==> config.mk <==
export PLATFORM = sky130hd
export DESIGN_NAME = icb_master
export DESIGN_NICKNAME = d
export VERILOG_FILES = /design/src/rtl/icb_master.sv
export SDC_FILE = /design/constraint.sdc
export NUM_CORES = 1
export LEC_CHECK = 0
export CAP_MARGIN = 20
export CORE_ASPECT_RATIO = 0.7
export CORE_MARGIN = 4
export CORE_UTILIZATION = 30
export DETAILED_ROUTE_END_ITERATION = 10
export GPL_TIMING_DRIVEN = 1
export PLACE_DENSITY = 0.47
export REMOVE_ABC_BUFFERS = 1
export SYNTH_ARGS = -nofsm -noshare
export SYNTH_HDL_FRONTEND = slang
export SYNTH_SLANG_ARGS = --single-unit
==> constraint.sdc <==
create_clock -name clk -period 4.78 [get_ports clk]
set_input_delay 0.956 -clock clk [delete_from_list [all_inputs] [get_ports clk]]
set_output_delay 0.956 -clock clk [all_outputs]
set_load 0.02 [all_outputs]
==> src/rtl/icb_master.sv <==
// ICB bus master: queues local requests in a FIFO and issues them one at a time on the ICB
// command/response channels, reporting each completion (or per-phase timeout) on resp_*.
module icb_master #(
   parameter int unsigned DEPTH   = 4,
   parameter int unsigned TIMEOUT = 64
) (
   input  logic        clk,
   input  logic        rst_n,
   input  logic        req_valid,
   output logic        req_ready,
   input  logic        req_read,
   input  logic [31:0] req_addr,
   input  logic [63:0] req_wdata,
   input  logic [7:0]  req_wmask,
   output logic        icb_cmd_valid,
   input  logic        icb_cmd_ready,
   output logic [31:0] icb_cmd_addr,
   output logic        icb_cmd_read,
   output logic [63:0] icb_cmd_wdata,
   output logic [7:0]  icb_cmd_wmask,
   input  logic        icb_rsp_valid,
   output logic        icb_rsp_ready,
   input  logic [63:0] icb_rsp_rdata,
   input  logic        icb_rsp_err,
   output logic        resp_valid,
   output logic [63:0] resp_rdata,
   output logic        resp_err,
   output logic        busy
);

   localparam int unsigned PW = $clog2(DEPTH);
   localparam int unsigned CW = PW + 1;
   localparam int unsigned TW = $clog2(TIMEOUT + 1);
   localparam int unsigned EW = 1 + 32 + 64 + 8;

   typedef enum logic [1:0] {StIdle, StCmd, StRsp} state_e;

   state_e          state_q, state_d;
   logic [PW-1:0]   wptr_q, rptr_q;
   logic [CW-1:0]   count_q;
   logic [EW-1:0]   mem_q [DEPTH];
   logic [EW-1:0]   cmd_q, cmd_d;
   logic [TW-1:0]   timer_q, timer_d;
   logic            resp_valid_q, resp_valid_d;
   logic [63:0]     resp_rdata_q, resp_rdata_d;
   logic            resp_err_q, resp_err_d;
   logic            push, pop, timeout;

   assign req_ready = (count_q < CW'(DEPTH));
   assign push      = req_valid && req_ready;
   assign pop       = (state_q == StIdle) && (count_q != '0);
   // Last permitted cycle of the current phase; a handshake in that cycle still wins.
   assign timeout   = (timer_q == TW'(TIMEOUT - 1));

   always_ff @(posedge clk or negedge rst_n) begin
      if (!rst_n) begin
         wptr_q  <= '0;
         rptr_q  <= '0;
         count_q <= '0;
      end else begin
         if (push) wptr_q <= wptr_q + 1'b1;
         if (pop)  rptr_q <= rptr_q + 1'b1;
         case ({push, pop})
            2'b10:   count_q <= count_q + 1'b1;
            2'b01:   count_q <= count_q - 1'b1;
            default: count_q <= count_q;
         endcase
      end
   end

   always_ff @(posedge clk) begin
      if (push) mem_q[wptr_q] <= {req_read, req_addr, req_wdata, req_wmask};
   end

   always_comb begin
      state_d      = state_q;
      timer_d      = timer_q;
      cmd_d        = cmd_q;
      resp_valid_d = 1'b0;
      resp_rdata_d = resp_rdata_q;
      resp_err_d   = resp_err_q;
      unique case (state_q)
         StIdle: begin
            if (pop) begin
               cmd_d   = mem_q[rptr_q];
               timer_d = '0;
               state_d = StCmd;
            end
         end
         StCmd: begin
            if (icb_cmd_ready) begin
               timer_d = '0;
               state_d = StRsp;
            end else if (timeout) begin
               resp_valid_d = 1'b1;
               resp_rdata_d = '0;
               resp_err_d   = 1'b1;
               state_d      = StIdle;
            end else begin
               timer_d = timer_q + 1'b1;
            end
         end
         StRsp: begin
            if (icb_rsp_valid) begin
               resp_valid_d = 1'b1;
               resp_rdata_d = cmd_q[EW-1] ? icb_rsp_rdata : 64'h0;
               resp_err_d   = icb_rsp_err;
               state_d      = StIdle;
            end else if (timeout) begin
               resp_valid_d = 1'b1;
               resp_rdata_d = '0;
               resp_err_d   = 1'b1;
               state_d      = StIdle;
            end else begin
               timer_d = timer_q + 1'b1;
            end
         end
         default: state_d = StIdle;
      endcase
   end

   always_ff @(posedge clk or negedge rst_n) begin
      if (!rst_n) begin
         state_q      <= StIdle;
         timer_q      <= '0;
         cmd_q        <= '0;
         resp_valid_q <= 1'b0;
         resp_rdata_q <= '0;
         resp_err_q   <= 1'b0;
      end else begin
         state_q      <= state_d;
         timer_q      <= timer_d;
         cmd_q        <= cmd_d;
         resp_valid_q <= resp_valid_d;
         resp_rdata_q <= resp_rdata_d;
         resp_err_q   <= resp_err_d;
      end
   end

   assign {icb_cmd_read, icb_cmd_addr, icb_cmd_wdata, icb_cmd_wmask} = cmd_q;
   assign icb_cmd_valid = (state_q == StCmd);
   assign icb_rsp_ready = (state_q == StRsp);
   assign resp_valid    = resp_valid_q;
   assign resp_rdata    = resp_rdata_q;
   assign resp_err      = resp_err_q;
   assign busy          = (count_q != '0) || (state_q != StIdle);

endmodule

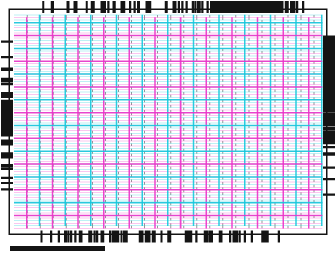
Figure 1: run 1, floorplan with the power grid.
Scale bar: 100 µm. Pins as bars on the die edge. Tap cells in gray.
net	color
VSS	magenta
VDD	cyan
tap cells	977
rows	83
met1 rails	84
signal pins	350

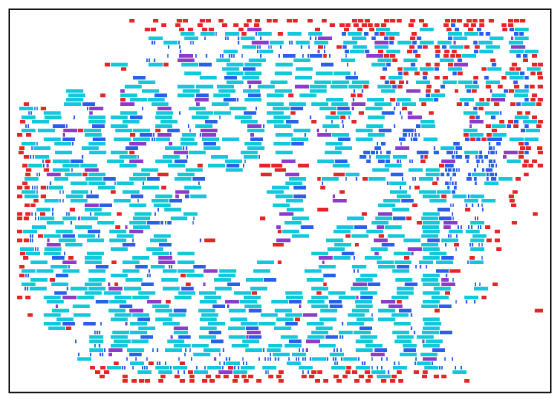
Figure 2: run 1, placement by cell class.
class	color	cells	share of their area
sequential cells	cyan	607	62%
remaining buffers and delay cells	red	370	14%
clock drivers and dummy loads	purple	114	7.2%
combinational and other logic	blue	576	17%

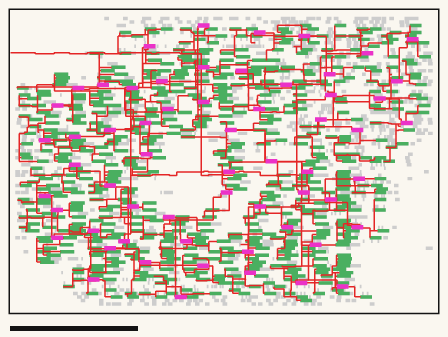
Figure 3: run 1, clock distribution.
Scale bar: 100 µm.
[clock drivers] magenta | count: 60
[flip-flops] green | count: 607
[clock wires] red | length: 7950 µm
routed clock nets	61
flops lie	widely spread

==> GITHUB_STEP_SUMMARY, run 1 <==
## Implementation flow summary

| Metric | Value |
|---|---|
| Outcome | complete, no violations |
| Worst r2r dst | count_q[2] |
| HPWL after detailed placement | 35300 µm |
| P&R area growth vs syn | 30.2% |
| P_int | 12.7 mW |
| Initial antenna violation count | 14 |
| Net Sw Frac | 0.330 |
| Core area | 0.0736 mm² |
| Crit path DRT | 3.82 ns |
| Mi-comb count | 563 |
| Rows | 83 |
| H-tree levels | 2 |
| Routed len/inst | 21.2 µm |
| Largest class | sequential cells |
| CTS tree | yes |
| R2r worst-path depth | 11 |
| Commonest Layout Cell | edfxtp_1 |
| First-pass GRT wire length | 84400 µm |
| Most numerous logic cells after layout | 420 x edfxtp_1, 348 x clkdlybuf4s50_1, 323 x nand2_1, 185 x dfrtp_1, 105 x mux4_2 |
| Worst Hold Class | input pin to async pin |
| Total power draw | 19.0 mW |
| CP max FO | 6 |
| R2R Path Start | state_q[1] |
| Longest Clk Path Bufs | 3 |
| WP data arrival | 2.56 ns |
| Port Buf Inserts | 349 |
| Fill cell count | 6742 |
| Yosys chip area | 0.0224 mm² |
| DIE AREA | 0.0791 mm² |
| Hold-fix buffers, CTS | 0 |
| Fraction of layout cells with a size suffix above 1 | 0.139 |
| Tapcells | 977 |
| TritonCTS Sinks | 607 |
| Clock buf count | 82 |
| Crit path depth | 4 |
| # Cells Yosys | 1246 |
| Type of origin of the critical path | flip-flop |
| Mapped Cells | 1246 |
| Placed insts | 2530 |
| Clock power frac | 0.254 |
| Commonest flop | edfxtp_1 |
| Buffer share of cell area | 0.130 |
| Storage element area | 0.0173 mm² |
| Max cap viols | 0 |
| Synth flops | 607 |
| Worst hold slack | 0.357 ns |
| Leak Pwr | 10.7 nW |
| Tmin final | 3.52 ns |
| Seq. pwr | 7.73 mW |
| Async S/R FF share, synth | 0.308 |
| DRT iter0 DRCs | 843 |
| TNS Setup | 0 ns |
| RSZ-0062 raised after global routing | no |
| Antenna viol nets, final | 0 |
| Drt via density | 4.56 |
| Worst-path clk slew | 0.06 ns |
| Vias in the first global route | 12900 |
| R2R setup slack | 1.84 ns |
| P_clk | 4.81 mW |
| Clk ins delay skew pair | 0.63 ns |
| Seq/total area | 0.594 |
| Tool Warnings | 31 |
| Seq share, synth | 0.773 |
| Ordered cell list for the critical path | inv_1 > ha_1 > or4b_1 > clkdlybuf4s50_1 |
| Total Nets Final | 1801 |
| CP max stage cell | or4b_1 |
| Pwr Density | 651 mW/mm² |
| CTS resizes | 0 |
| Setup violators final | 0 |
| Flip-flops | 607 |
| Place WS | 1.49 ns |
| Floorplan utilization | 0.304 |
| Net load switching power | 6.26 mW |
| CP endpoint | busy |
| CP max stage delay | 0.60 ns |
| Ant diodes | 5 |
| Pwr top | registers |
| Seq pwr share | 0.408 |
| Die width | 334 µm |
| Comb pwr | 6.43 mW |
| Grt ovf | 0 |
| Slew Limit Fails | 0 |
| Syn. warnings | 0 |
| Crit. Startpoint | state_q[1] |
| Syn Area/Cell | 18.0 µm² |
| Post-route insts no fill | 2649 |
| DR DRC count | 0 |
| DIE HEIGHT | 236 µm |
-- run 1: per-layer routing --
metal / wire length (µm) / track usage / up-vias
met5: 97 / 0 / -
met4: 1080 / 0.0354 / 14
met3: 3510 / 0.0377 / 88
met2: 25800 / 0.218 / 287
met1: 25700 / 0.200 / 6251
li1: - / - / 5442
-- run 1: worst register-to-register path: cells and delay by family (launching register included) --
kind,cells,cell delay (ns)
compound gates,1,0.08
simple gates,1,0.11
buf+inv,4,1.07
flops,1,0.43
xor+xnor,2,0.28
fa+ha+maj,3,0.89
-- run 1: state kept, by name, summed over array words and instances (netlist names) --
register / flops
cmd_q: 105
count_q: 3
mem_q: 420
resp_err: 1
resp_rdata: 64
resp_valid: 1
rptr_q: 2
state_q: 2
timer_q: 7
wptr_q: 2
-- run 1: Yosys cell counts, drive strengths merged, types with 2 or more instances --
cell / count / area [µm²]
nor3: 2 / 26.3
mux4: 105 / 2360
buf: 39 / 240
nand2: 323 / 1210
and3: 2 / 12.5
clkbuf: 24 / 90.1
a22o: 64 / 561
nand3: 2 / 15.0
inv: 13 / 48.8
o21ai: 6 / 30.0
and2: 5 / 31.3
o21a: 3 / 22.5
nor2: 5 / 18.8
o31ai: 4 / 35.0
or3: 4 / 25.0
edfxtp: 420 / 12600
a21oi: 9 / 45.0
dfrtp: 187 / 4680
ha: 10 / 125
nor2b: 2 / 12.5
xnor2: 5 / 43.8
-- run 1: cells by family (layout without fill, tap and decap cells) --
logic type      Yosys count  count (layout)  share of synthesized area
fa+ha+maj                11              11                    0.00649
compound gates           92              92                     0.0335
other cells               0               5                          0
mux                     105             105                      0.106
flops                   607             607                      0.773
simple gates            349             349                     0.0620
xor+xnor                  6               6                    0.00235
buf+inv                  76             497                     0.0169
==> run 1 -> run 2 <==
--- a/config.mk
+++ b/config.mk
@@ -11,7 +11,7 @@
 export CORE_UTILIZATION = 30
 export DETAILED_ROUTE_END_ITERATION = 10
 export GPL_TIMING_DRIVEN = 1
-export PLACE_DENSITY = 0.47
+export PLACE_DENSITY = 0.48
 export REMOVE_ABC_BUFFERS = 1
 export SYNTH_ARGS = -nofsm -noshare
 export SYNTH_HDL_FRONTEND = slang
==> constraint.sdc (replaced) <==
create_clock -name clk -period 3 [get_ports clk]
set_input_delay 0.6 -clock clk [delete_from_list [all_inputs] [get_ports clk]]
set_output_delay 0.6 -clock clk [all_outputs]
set_load 0.02 [all_outputs]
==> run 2 against run 1 <==
Total power increased by 60%. Area after synthesis unchanged. Via count shrank 0.23%. Flip-flop count did not move. Combinational power increased by 65%. Global-route usage shrank 0.33 points. Critical path type unchanged. Sequential power grew 57%. First-iteration DRC count decreased by 19%. Final area grew 0.93%. Final cell count grew 0.34%.
==> GITHUB_STEP_SUMMARY, run 2 <==
## Implementation flow summary

| Metric | Value |
|---|---|
| Port Buf Inserts | 349 (unchanged) |
| Crit path DRT | 2.40 ns (was 3.82 ns) |
| Largest net degree at the start of global routing | 108 (was 95) |
| Floorplan utilization | 0.304 (unchanged) |
| Mapped Cells | 1246 (unchanged) |
| Multi-input combinational area share | 0.161 (was 0.162) |
| Slew Limit Fails | 0 (unchanged) |
| Inverters | 13 (unchanged) |
| CTS tree | yes (unchanged) |
| Placed insts | 2541 (was 2530) |
| Largest class | sequential cells (unchanged) |
| DR DRC count | 0 (unchanged) |
| Total GRT Usage | 0.138 (was 0.141) |
| Count of library flops with an enable pin | 420 (unchanged) |
| Register bank with the most flops | mem_q (unchanged) |
| Tapcells | 977 (unchanged) |
| Vias in the first global route | 12800 (was 12900) |
| Clk ins delay skew pair | 0.63 ns (about the same) |
| CP Class | flip-flop to primary output (unchanged) |
| Worst-path clk slew | 0.06 ns (about the same) |
| Commonest flop | edfxtp_1 (unchanged) |
| Yosys chip area | 0.0224 mm² (unchanged) |
| Outcome | complete, no violations (unchanged) |
| CP max FO | 6 (unchanged) |
| Clock buf/inv share | 0.0695 (was 0.0691) |
| CP endpoint kind | primary output (unchanged) |
| Top cells by count | 420 x edfxtp_1, 323 x nand2_1, 187 x dfrtp_1, 105 x mux4_2, 64 x a22o_1 (unchanged) |
| P&R area growth vs syn | 31.4% (was 30.2%) |
| Max cap viols | 0 (unchanged) |
| Seq. pwr | 12.1 mW (was 7.73 mW) |
| Net Sw Frac | 0.327 (was 0.330) |
| DIE AREA | 0.0791 mm² (unchanged) |
| Storage element area | 0.0173 mm² (unchanged) |
| Tool Warnings | 37 (was 31) |
| Top cell area share | 0.564 (unchanged) |
| Initial antenna violation count | 7 (was 14) |
| Die width | 334 µm (unchanged) |
| Drt via density | 4.53 (was 4.56) |
| Routed len/inst | 20.6 µm (was 21.2 µm) |
| Tmin final | 2.84 ns |
| DIE HEIGHT | 236 µm (unchanged) |
| WL final | 54800 µm (was 56200 µm) |
| Ant diodes | 4 (was 5) |
| Top post-synthesis cells by area | edfxtp_1 56%, dfrtp_1 21%, mux4_2 11% (unchanged) |
| Total Nets Final | 1813 (was 1801) |
| Longest Clk Path Bufs | 3 (unchanged) |
| CTS root buf | clkbuf_16 (unchanged) |
| H-tree levels | 2 (unchanged) |
| Final worst path period share | 0.945 |
| Leak Pwr | 10.8 nW (was 10.7 nW) |
| Setup violators final | 0 (unchanged) |
| Grt ovf | 0 (unchanged) |
| Syn Area/Cell | 18.0 µm² (unchanged) |
| WP data arrival | 2.24 ns (was 2.56 ns) |
| Worst slew pin tran | 0.653 ns (was 0.975 ns) |
| Post-route insts no fill | 2658 (was 2649) |
| Comb area leader | multiplexers (unchanged) |
| P_int | 20.5 mW (was 12.7 mW) |
| Synth flops | 607 (unchanged) |
| Final setup margin | 0.165 ns (was 1.26 ns) |
| Fraction of layout cells with a size suffix above 1 | 0.148 (was 0.139) |
| Via count | 12100 (about the same) |
| Worst Hold Class | input pin to async pin (unchanged) |
| Place WS | 0.505 ns (was 1.49 ns) |
| Commonest Layout Cell | edfxtp_1 (unchanged) |
| VDD IR max | 0.000692 V (was 0.000286 V) |
| Count of non-CTS buffers in the layout | 382 (was 370) |
| Max reg flops | 420 (unchanged) |
| Fin. Hold Viols | 0 (unchanged) |
| Pwr Density | 1030 mW/mm² (was 651 mW/mm²) |
| Most frequent cell after synthesis | edfxtp_1 (unchanged) |
| Seq share, synth | 0.773 (unchanged) |
| Fill cell count | 6677 (was 6742) |
| Core area | 0.0736 mm² (unchanged) |
| RSZ-0062 raised after global routing | no (unchanged) |
| Seq pwr share | 0.399 (was 0.408) |
| Gate power share | 0.347 (was 0.339) |
| Comb pwr | 10.6 mW (was 6.43 mW) |
| Synthesized cell area | 0.0224 mm² (unchanged) |
| Async S/R FF share, synth | 0.308 (unchanged) |
| R2r worst-path depth | 7 (was 11) |
| DRT iter0 DRCs | 687 (was 843) |
| Seq/total area | 0.589 (was 0.594) |
| Rows | 83 (unchanged) |
| Post-synthesis mux area share | 0.106 (unchanged) |
| Complex Gates by Area | 0.0335 (unchanged) |
| TritonCTS Sinks | 607 (unchanged) |
| HPWL after detailed placement | 34200 µm (was 35300 µm) |
| Most numerous logic cells after layout | 420 x edfxtp_1, 347 x clkdlybuf4s50_1, 323 x nand2_1, 185 x dfrtp_1, 105 x mux4_2 (was 420 x edfxtp_1, 348 x clkdlybuf4s50_1, 323 x nand2_1, 185 x dfrtp_1, 105 x mux4_2) |
| Type of origin of the critical path | flip-flop (unchanged) |
| Syn. warnings | 0 (unchanged) |
| Buffer share of cell area | 0.137 (was 0.130) |
| Simple-Gate Fraction of Synth Area | 0.0620 (unchanged) |
| IO Pins | 350 (unchanged) |
| Net load switching power | 9.96 mW (was 6.26 mW) |
| Mi-comb count | 563 (unchanged) |
| Clock power frac | 0.254 (about the same) |
| Antenna viol nets, final | 0 (unchanged) |
| Pwr top | registers (unchanged) |
| First-pass GRT wire length | 83100 µm (was 84400 µm) |
| # Cells Yosys | 1246 (unchanged) |
| Max Freq | 353 MHz |
| Yosys cell types | 39 (unchanged) |
| Synth area leader | edfxtp_1 (unchanged) |
| Yosys adder share | 0.00649 (unchanged) |
| XOR/XNOR Fraction of Synth Area | 0.00235 (unchanged) |
==> run 2: netlist changes by cell type in the layout (fill, tap and decap cells not counted), moves of 3 or more <==
cell | previous run | this run
buf_12 | 11 | 23
clkbuf_1 | 16 | 13
clkbuf_8 | 3 | 8
clkinv_1 | 6 | 3
clkinvlp_4 | 7 | 4
==> run 2: routing by layer <==
layer,GRT usage,share of wire
met5,0,0.00067
met4,0.0334,0.018
met3,0.0373,0.058
met2,0.215,0.46
met1,0.193,0.46
==> run 2: repair_timing <==
item                       CTS  global route
setup buffers                0             0
hold buffers                 1             0
hold endpoints to repair    42             0
resized                      1             1
setup endpoints to repair    1             1
==> run 2: critical path: stages (launching register included) <==
cell and delay [ns]:
dfrtp_1 0.40, inv_1 0.11, ha_1 0.22, or4b_4 0.52, dlygate4sd2_1 0.36
==> run 2: per-stage QoR <==
stage	power [mW]	cell area (µm²)	TNS, ns	hold WS [ns]	utilization
floorplan	18.2	22000	-725.56	0.304	-
global placement	23.1	27300	0	0.460	0.371
detailed placement	23.2	27300	0	0.461	0.371
CTS	31.1	29400	0	0.438	0.399
global route	32.2	29400	0	0.466	0.399
finish	30.4	29400	0	0.449	0.399
==> run 2: path summary, 6_finish.rpt <==
| kind | startpoint | endpoint | slack, ns |
|---|---|---|---|
| worst min register to register | cmd_q[46] | cmd_q[46] | 0.47 |
| max in group asynchronous | rst_n | cmd_q[37] | 1.74 |
| min in group clk | cmd_q[46] | cmd_q[46] | 0.47 |
| worst max register to register | state_q[0] | resp_rdata[16] | 0.85 |
| worst max-delay path | state_q[0] | busy | 0.16 |
| worst min-delay path | rst_n | cmd_q[74] | 0.45 |
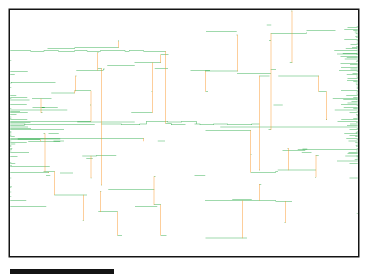
Figure 4: run 2, wiring by layer.
Scale bar: 100 µm. Two of the layers only.
layer	color	wire length
metal 3	green	3190 µm
metal 4	orange	1010 µm

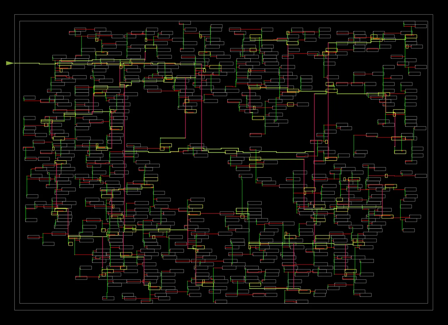
Figure 5: run 2, the clock network.
P_clk: 7.73 mW
number of CTS-inserted buffers: 60
Clock Skew: 0.0210 ns
clock buf count: 83
flip-flops: 607

==> run 2 -> run 3 <==
--- a/config.mk
+++ b/config.mk
@@ -5,6 +5,7 @@
 export SDC_FILE = /design/constraint.sdc
 export NUM_CORES = 1
 export LEC_CHECK = 0
+export ABC_CLOCK_PERIOD_IN_PS = 3000
 export CAP_MARGIN = 20
 export CORE_ASPECT_RATIO = 0.7
 export CORE_MARGIN = 4
==> run 3 against run 2 <==
Total power stayed put. Register-to-register slack about the same. Global-route usage stayed put. Critical endpoint unchanged.
==> GITHUB_STEP_SUMMARY, run 3 <==
## Implementation flow summary

| Metric | Value |
|---|---|
| Outcome | complete, no violations (unchanged) |
| Post-synthesis mux area share | 0.106 (unchanged) |
| Commonest flop | edfxtp_1 (unchanged) |
| Top cell area share | 0.564 (unchanged) |
| Number of CTS-inserted buffers | 60 (unchanged) |
| First-pass GRT wire length | 83100 µm (unchanged) |
| R2R Path Start | state_q[0] (unchanged) |
| Antenna viol nets, final | 0 (unchanged) |
| Pwr Density | 1030 mW/mm² (unchanged) |
| H-tree levels | 2 (unchanged) |
| Clock Skew | 0.0210 ns (unchanged) |
| Storage element area | 0.0173 mm² (unchanged) |
| Crit path DRT | 2.40 ns (about the same) |
| Ordered cell list for the critical path | inv_1 > ha_1 > or4b_4 > dlygate4sd2_1 (unchanged) |
| WL final | 54800 µm (unchanged) |
| CP endpoint kind | primary output (unchanged) |
| DR DRC count | 0 (unchanged) |
| Clock buf/inv share | 0.0695 (unchanged) |
| Rows | 83 (unchanged) |
| Worst Hold Class | input pin to async pin (unchanged) |
| GR met2 Demand/Resource | 0.215 (unchanged) |
| Comb area leader | multiplexers (unchanged) |
| Vias in the first global route | 12800 (unchanged) |
| Inverters | 13 (unchanged) |
| DIE AREA | 0.0791 mm² (unchanged) |
| Final instance area | 0.0294 mm² (unchanged) |
| Net load switching power | 9.96 mW (unchanged) |
| Place WS | 0.505 ns (unchanged) |
| CP max stage cell | or4b_4 (unchanged) |
| IO Pins | 350 (unchanged) |
| Clock power frac | 0.254 (about the same) |
| Yosys chip area | 0.0224 mm² (unchanged) |
| Fin. Hold Viols | 0 (unchanged) |
| Buffer share of cell area | 0.137 (unchanged) |
| # Cells Yosys | 1246 (unchanged) |
| CTS tree | yes (unchanged) |
| Leak Pwr | 10.8 nW (unchanged) |
| Synthesized cell area | 0.0224 mm² (unchanged) |
| Simple-Gate Fraction of Synth Area | 0.0620 (unchanged) |
| Async S/R FF share, synth | 0.308 (unchanged) |
| Fraction of layout cells with a size suffix above 1 | 0.148 (unchanged) |
| Die width | 334 µm (unchanged) |
| Slew Limit Fails | 0 (unchanged) |
| Tool Warnings | 37 (unchanged) |
| Grt ovf | 0 (unchanged) |
| Total GRT Usage | 0.138 (unchanged) |
| Seq pwr share | 0.399 (about the same) |
| Total power draw | 30.4 mW (unchanged) |
| Grt met1 use | 0.193 (unchanged) |
| Gate power share | 0.347 (about the same) |
| Final worst path period share | 0.945 (unchanged) |
| Multi-input combinational area share | 0.161 (unchanged) |
| Longest Clk Path Bufs | 3 (unchanged) |
| Tmin final | 2.84 ns (unchanged) |
| Count of library flops with an enable pin | 420 (unchanged) |
| Via count | 12100 (unchanged) |
| Met3 Resource Use GR | 0.0373 (unchanged) |
| Port Buf Inserts | 349 (unchanged) |
| CP max stage delay | 0.52 ns (about the same) |
| Flip-flops | 607 (unchanged) |
| Complex Gates by Area | 0.0335 (unchanged) |
| R2R setup slack | 0.85 ns (about the same) |
| Max Freq | 353 MHz (unchanged) |
| Worst slew pin tran | 0.653 ns (unchanged) |
| DRT iter0 DRCs | 687 (unchanged) |
| Setup violators final | 0 (unchanged) |
| Final setup margin | 0.165 ns (unchanged) |
| Top cells by count | 420 x edfxtp_1, 323 x nand2_1, 187 x dfrtp_1, 105 x mux4_2, 64 x a22o_1 (unchanged) |
| Synth area leader | edfxtp_1 (unchanged) |
| Clock buf count | 83 (unchanged) |
| CP max FO | 6 (unchanged) |
| XOR/XNOR Fraction of Synth Area | 0.00235 (unchanged) |
| Most frequent cell after synthesis | edfxtp_1 (unchanged) |
| Final Core Density | 0.399 (unchanged) |
| Seq/total area | 0.589 (unchanged) |
| VDD IR max | 0.000692 V (unchanged) |
| Top post-synthesis cells by area | edfxtp_1 56%, dfrtp_1 21%, mux4_2 11% (unchanged) |
| Net Sw Frac | 0.327 (unchanged) |
| Fill cell count | 6677 (unchanged) |
| RSZ-0062 raised after global routing | no (unchanged) |
| Most numerous logic cells after layout | 420 x edfxtp_1, 347 x clkdlybuf4s50_1, 323 x nand2_1, 185 x dfrtp_1, 105 x mux4_2 (unchanged) |
| Syn Area/Cell | 18.0 µm² (unchanged) |
| Yosys cell types | 39 (unchanged) |
| Seq share, synth | 0.773 (unchanged) |
| Largest class | sequential cells (unchanged) |
| TNS Setup | 0 ns (unchanged) |
| Placed cell area | 0.0273 mm² (unchanged) |
| Largest net degree at the start of global routing | 108 (unchanged) |
| Drt via density | 4.53 (unchanged) |
| Ant diodes | 4 (unchanged) |
| Tapcells | 977 (unchanged) |
| HPWL after detailed placement | 34200 µm (unchanged) |
| Max cap viols | 0 (unchanged) |
| Worst r2r dst | resp_rdata[16] (unchanged) |
| Count of non-CTS buffers in the layout | 382 (unchanged) |
-- run 3: metrics by stage --
step	hold slack, ns	cells
6_report	0.449	2658
5_1_grt	0.466	2654
4_1_cts	0.438	2654
3_5_place_dp	0.461	2541
3_3_place_gp	0.460	2541
2_1_floorplan	0.304	1183
-- run 3: layer usage --
metal / routed length [µm] / vias to the layer above
met5: 37 / -
met2: 25200 / 268
met4: 1010 / 6
li1: - / 5472
met3: 3190 / 77
met1: 25400 / 6231
-- run 3: repair_timing --
item / 4_1_cts / 5_1_grt
hold endpoints to repair: 42 / 0
resized: 1 / 1
hold buffers: 1 / 0
endpoints found under the setup margin: 1 / 1
-- run 3: worst max path at each step --
stage                     startpoint          to  slack, ns  depth (start not counted)
after detailed placement  state_q[0]        busy       0.50                          4
after CTS                 state_q[0]        busy       0.03                          4
final                     state_q[0]        busy       0.16                          4
after global routing      state_q[1]        busy       0.04                          4
after floorplan           count_q[1]  count_q[1]      -4.07                          6
after global placement     req_valid  count_q[2]       0.51                         10
-- run 3: critical path, delay by kind of cell (launching register included) --
kind	cells	cell delay, ns
and+or+nand+nor	1	0.52
adders and majority gates	1	0.22
DFF	1	0.40
buffers and inverters	2	0.47
-- run 3: cell families (layout without fill, tap and decap cells) --
| logic type | Yosys count | count (layout) |
|---|---|---|
| flops | 607 | 607 |
| simple gates | 349 | 349 |
| mux | 105 | 105 |
| compound gates | 92 | 92 |
| buf+inv | 76 | 507 |
| fa+ha+maj | 11 | 11 |
| xor+xnor | 6 | 6 |
| other cells | 0 | 4 |
-- run 3: power by group through the flow --
stage               Sequential (mW)  Combinational [mW]  Clock [mW]
CTS                            12.2                10.9        8.01
global route                   12.4                11.5        8.35
detailed placement             12.3                10.8           0
floorplan                      13.8                4.36           0
global placement               12.3                10.8           0
finish                         12.1                10.6        7.73
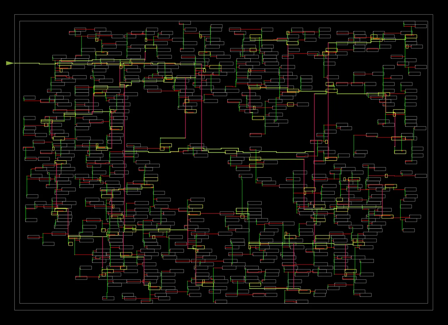
Figure 6: run 3, the clock network.
clk ins delay skew pair: 0.63 ns
TritonCTS Sinks: 607

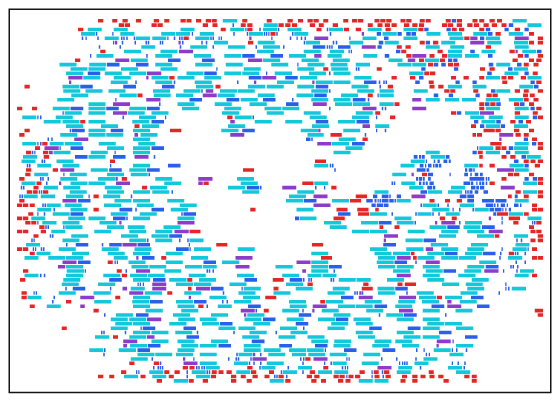
Figure 7: run 3, placement by cell class.
class	color	cells	share of their area
remaining buffers and delay cells	red	382	14%
clock drivers and dummy loads	purple	112	7.3%
combinational and other logic	blue	576	17%
sequential cells	cyan	607	61%

Power and IR drop assume default switching activity.
